File: src/rtl/vga_plot_pkg.sv
// Shared definitions for the VGA plot arbiter family.
// Holds the default screen geometry, the adapter field widths, the pixel
// record type and a 16-bit saturating increment used by the event counters.
package vga_plot_pkg;

  localparam int SCREEN_W_DEF = 160;
  localparam int SCREEN_H_DEF = 120;
  localparam int X_W          = 8;
  localparam int Y_W          = 7;
  localparam int COLOUR_W     = 3;

  typedef struct packed {
    logic [X_W-1:0]      x;
    logic [Y_W-1:0]      y;
    logic [COLOUR_W-1:0] colour;
  } pixel_t;

  function automatic logic [15:0] sat_inc16(input logic [15:0] v);
    return (v == 16'hFFFF) ? v : v + 16'd1;
  endfunction

endpackage

File: src/rtl/rr_pick.sv
// Combinational round-robin one-hot picker.
// Searches req starting at (ptr+1) mod N upward with wrap-around and grants
// the first requester found; no request gives an all-zero grant.
// Ports:
//   req  in  N      request vector
//   ptr  in  PTR_W  index of the most recently served requester
//   gnt  out N      one-hot grant (zero when req is zero)
module rr_pick #(
  parameter int N     = 3,
  parameter int PTR_W = (N > 1) ? $clog2(N) : 1
) (
  input  logic [N-1:0]     req,
  input  logic [PTR_W-1:0] ptr,
  output logic [N-1:0]     gnt
);

  logic             found;
  logic [PTR_W-1:0] idx;

  always_comb begin
    gnt   = '0;
    found = 1'b0;
    idx   = '0;
    for (int k = 1; k <= N; k++) begin
      idx = PTR_W'((int'(ptr) + k) % N);
      if (!found && req[idx]) begin
        gnt[idx] = 1'b1;
        found    = 1'b1;
      end
    end
  end

endmodule

File: src/rtl/vga_plot_arbiter.sv
// Shares the VGA adapter pixel-write port between NREQ drawing engines.
// One requester is granted per cycle, round-robin, unless a locked burst
// owner is still requesting. The winning pixel is registered onto the
// adapter port with one cycle of latency.
// Optional build macro: PLOT_CLIP_EN -- drops off-screen pixels (still
// consumed) and counts them on clip_count.
// Ports:
//   clk, rst_n           clock, asynchronous active-low reset
//   req, req_lock        per-requester pixel valid / keep-port request
//   req_x, req_y,
//   req_colour           packed per-requester pixel fields
//   gnt                  combinational one-hot grant
//   count_clr            synchronous clear of the counters
//   vga_x, vga_y,
//   vga_colour, vga_plot registered adapter write port
//   busy                 lock held or any request pending
//   plot_count           saturating count of vga_plot pulses
//   clip_count           saturating count of clipped pixels (PLOT_CLIP_EN)
module vga_plot_arbiter
  import vga_plot_pkg::*;
#(
  parameter int NREQ     = 3,
  parameter int SCREEN_W = SCREEN_W_DEF,
  parameter int SCREEN_H = SCREEN_H_DEF
) (
  input  logic                     clk,
  input  logic                     rst_n,
  input  logic [NREQ-1:0]          req,
  input  logic [NREQ-1:0]          req_lock,
  input  logic [NREQ*X_W-1:0]      req_x,
  input  logic [NREQ*Y_W-1:0]      req_y,
  input  logic [NREQ*COLOUR_W-1:0] req_colour,
  output logic [NREQ-1:0]          gnt,
  input  logic                     count_clr,
  output logic [X_W-1:0]           vga_x,
  output logic [Y_W-1:0]           vga_y,
  output logic [COLOUR_W-1:0]      vga_colour,
  output logic                     vga_plot,
`ifdef PLOT_CLIP_EN
  output logic [15:0]              clip_count,
`endif
  output logic                     busy,
  output logic [15:0]              plot_count
);

  localparam int PTR_W = (NREQ > 1) ? $clog2(NREQ) : 1;

  logic [PTR_W-1:0] ptr_q, ptr_d;
  logic [PTR_W-1:0] lock_owner_q, lock_owner_d;
  logic             lock_valid_q, lock_valid_d;
  pixel_t           px_q, px_d;
  logic             plot_q, plot_d;
  logic [15:0]      cnt_q, cnt_d;

  logic [NREQ-1:0]  rr_gnt;
  logic [NREQ-1:0]  gnt_int;
  logic [PTR_W-1:0] win;
  pixel_t           win_px;
  logic             accept;

  rr_pick #(.N(NREQ), .PTR_W(PTR_W)) u_pick (
    .req (req),
    .ptr (ptr_q),
    .gnt (rr_gnt)
  );

  // A live lock overrides round-robin only while its owner still requests;
  // otherwise the normal search runs and may hand the port to someone else.
  always_comb begin
    gnt_int = rr_gnt;
    if (lock_valid_q && req[lock_owner_q]) begin
      gnt_int               = '0;
      gnt_int[lock_owner_q] = 1'b1;
    end
  end

  assign accept = |gnt_int;
  assign gnt    = rst_n ? gnt_int : '0;

  // Encode the winner and pull its pixel fields out of the packed buses.
  always_comb begin
    win    = '0;
    win_px = '0;
    for (int i = 0; i < NREQ; i++) begin
      if (gnt_int[i]) begin
        win           = PTR_W'(i);
        win_px.x      = req_x[X_W*i +: X_W];
        win_px.y      = req_y[Y_W*i +: Y_W];
        win_px.colour = req_colour[COLOUR_W*i +: COLOUR_W];
      end
    end
  end

`ifdef PLOT_CLIP_EN
  logic        in_range;
  logic        clip_inc;
  logic [15:0] clip_q, clip_d;

  assign in_range = (int'(win_px.x) < SCREEN_W) && (int'(win_px.y) < SCREEN_H);
`endif

  always_comb begin
    ptr_d        = ptr_q;
    lock_valid_d = lock_valid_q;
    lock_owner_d = lock_owner_q;
    px_d         = px_q;
    plot_d       = 1'b0;
`ifdef PLOT_CLIP_EN
    clip_inc     = 1'b0;
`endif
    if (accept) begin
      ptr_d = win;
      if (req_lock[win]) begin
        lock_valid_d = 1'b1;
        lock_owner_d = win;
      end else begin
        lock_valid_d = 1'b0;
      end
`ifdef PLOT_CLIP_EN
      // Off-screen pixels are consumed but never reach the adapter.
      if (in_range) begin
        px_d   = win_px;
        plot_d = 1'b1;
      end else begin
        clip_inc = 1'b1;
      end
`else
      px_d   = win_px;
      plot_d = 1'b1;
`endif
    end
  end

  // Clear wins over a simultaneous increment.
  always_comb begin
    if (count_clr)   cnt_d = '0;
    else if (plot_q) cnt_d = sat_inc16(cnt_q);
    else             cnt_d = cnt_q;
  end

`ifdef PLOT_CLIP_EN
  always_comb begin
    if (count_clr)     clip_d = '0;
    else if (clip_inc) clip_d = sat_inc16(clip_q);
    else               clip_d = clip_q;
  end

  always_ff @(posedge clk or negedge rst_n) begin
    if (!rst_n) clip_q <= '0;
    else        clip_q <= clip_d;
  end

  assign clip_count = clip_q;
`endif

  // Reset pointer to NREQ-1 so requester 0 is searched first.
  always_ff @(posedge clk or negedge rst_n) begin
    if (!rst_n) begin
      ptr_q        <= PTR_W'(NREQ - 1);
      lock_valid_q <= 1'b0;
      lock_owner_q <= '0;
      px_q         <= '0;
      plot_q       <= 1'b0;
      cnt_q        <= '0;
    end else begin
      ptr_q        <= ptr_d;
      lock_valid_q <= lock_valid_d;
      lock_owner_q <= lock_owner_d;
      px_q         <= px_d;
      plot_q       <= plot_d;
      cnt_q        <= cnt_d;
    end
  end

  assign vga_x      = px_q.x;
  assign vga_y      = px_q.y;
  assign vga_colour = px_q.colour;
  assign vga_plot   = plot_q;
  assign plot_count = cnt_q;
  assign busy       = lock_valid_q | (|req);

endmodule

File: config.mk
export PLATFORM = sky130hd
export DESIGN_NAME = vga_plot_arbiter
export DESIGN_NICKNAME = d
export VERILOG_FILES = /design/src/rtl/vga_plot_pkg.sv /design/src/rtl/rr_pick.sv /design/src/rtl/vga_plot_arbiter.sv
export SDC_FILE = /design/constraint.sdc
export NUM_CORES = 1
export LEC_CHECK = 0
export CAP_MARGIN = 20
export CORE_AREA = 2 2 77 134
export CTS_CLUSTER_DIAMETER = 50
export DETAILED_ROUTE_END_ITERATION = 8
export DIE_AREA = 0 0 79 136
export PLACE_DENSITY_LB_ADDON = 0.15
export SKIP_LAST_GASP = 1
export SLEW_MARGIN = 0
export SYNTH_ARGS = -nofsm -noshare
export SYNTH_HDL_FRONTEND = slang
export SYNTH_HIERARCHICAL = 1
export SYNTH_SLANG_ARGS = --single-unit
File: constraint.sdc
create_clock -name clk -period 4.85 [get_ports clk]
set_input_delay 0.7275 -clock clk [delete_from_list [all_inputs] [get_ports clk]]
set_output_delay 0.7275 -clock clk [all_outputs]
set_load 0.1 [all_outputs]
### Routing congestion map

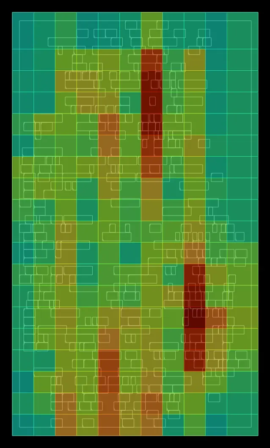
M2 GR Usage: 0.2740
Global Route Usage Sum: 0.1443

### I/O nets highlighted

Drawn at 4 px/um.
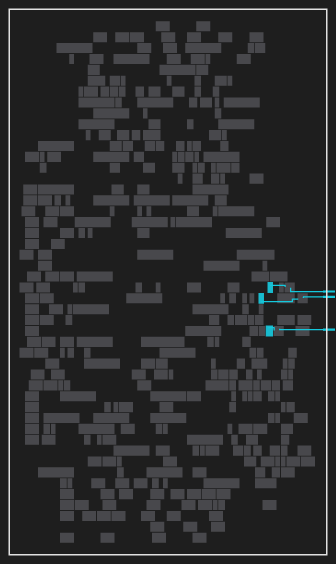
[cyan] gnt | bits: 3 | direction: output | edge: right | end cells: 3 | buffers: 3 | wire: 42.2 um
I/O pin total: 102
port bufs: 101

==> impl_metrics.ini <==
; physical design summary
[synth]
synth_warnings = 6
top_cell_area_share = 0.4129
ys_area_um2 = 2364
fp_nets = 323
synth-async-reset-ratio = 1.000
syn_area_um2 = 2364
synth_cell_types = 49
syn_avg_cell_area_um2 = 9.269

[final_layout]
final_layout_top_logic_cells = clkdlybuf4s50_1, dfrtp_1, nor2_1
logic_area_um2 = 1259
logic_gates = 193
clock_buffers = 6
fillers = 1050
flop-count = 40
areaGrowthSynthToFinish_pct = 53.52
largest_reg_flops = 16

[clock_network]
cts_setup_buffers = 0
cts_tree = built
root_buffer = clkbuf_16

[worst_setup_path]
r2r_slack_ns = 1.53
required_ns = 4.12
slowest_delay_ns = 0.63
crit_path_frequent_cell = o22ai_1
crit_start = req[1]
crit_chain = clkdlybuf4s50_1 > mux2i_1 > o22ai_1 > o211ai_1 > o22ai_1 > nand3_1 > and2_1 > nor2_1 > buf_4
reg2regPathDepth = 11

[final_timing]
relSlewSlack = 0.3156
fin_skew_ns = 0.005459
setup_viol = 0
whs_ns = 0.4881
tightest_slew_ns = 1.023
finalWorstSetupSlack_ns = 1.070
timing.setup.tns_ns = 0
hold_viol = 0

[global_route]
grt_first_pass_wirelength_um = 12140
antenna_found_initial = 0
overflow = 0

[drt]
drc = 0
firstDrtPassIters = 5
ant_nets = 0

[floorplanning]
die-area_um2 = 10740
initial_utilization = 0.2429

[status]
outcome = finished clean

[placement]
hpwl_um = 5548
dpl_worst_slack_ns = 1.117

[worst_hold_path]
hold_class = reg -> reg
### Where the registers sit

Drawn at 3 px/um.
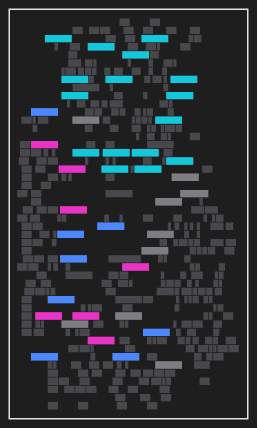
[magenta] vga_y | placed flops: 7
[cyan] plot_count | placed flops: 16 | where: top centre
[blue] vga_x | placed flops: 8
not coloured: 9
Finished Core Util: 0.3729
sequential cell area: 1002 um2
flop share of the area: 0.2762

==> cell families after synthesis <==
kind of cell / count (synthesis) / synth area share
xor gates and xnor gates: 13 / 0.04817
muxes: 6 / 0.02541
adders and majority gates: 5 / 0.02647
buffers and inverters: 22 / 0.04341
AOI/OAI and AO/OA: 73 / 0.2208
DFF: 40 / 0.4240
and+or+nand+nor: 96 / 0.2118
==> worst max-delay path: cells and delay by family <==
kind | cells | cell delay [ns]
and+or+nand+nor | 3 | 0.54
AOI/OAI and AO/OA | 3 | 0.72
muxes | 1 | 0.13
buffers and inverters | 2 | 0.92
==> metal layers <==
metal  part of all wire  wire (um)  track usage
met5                  0          0            0
met4              0.023        170      0.06034
met3              0.046        347      0.02523
met2               0.55       4140       0.2740
met1               0.38       2835       0.1529
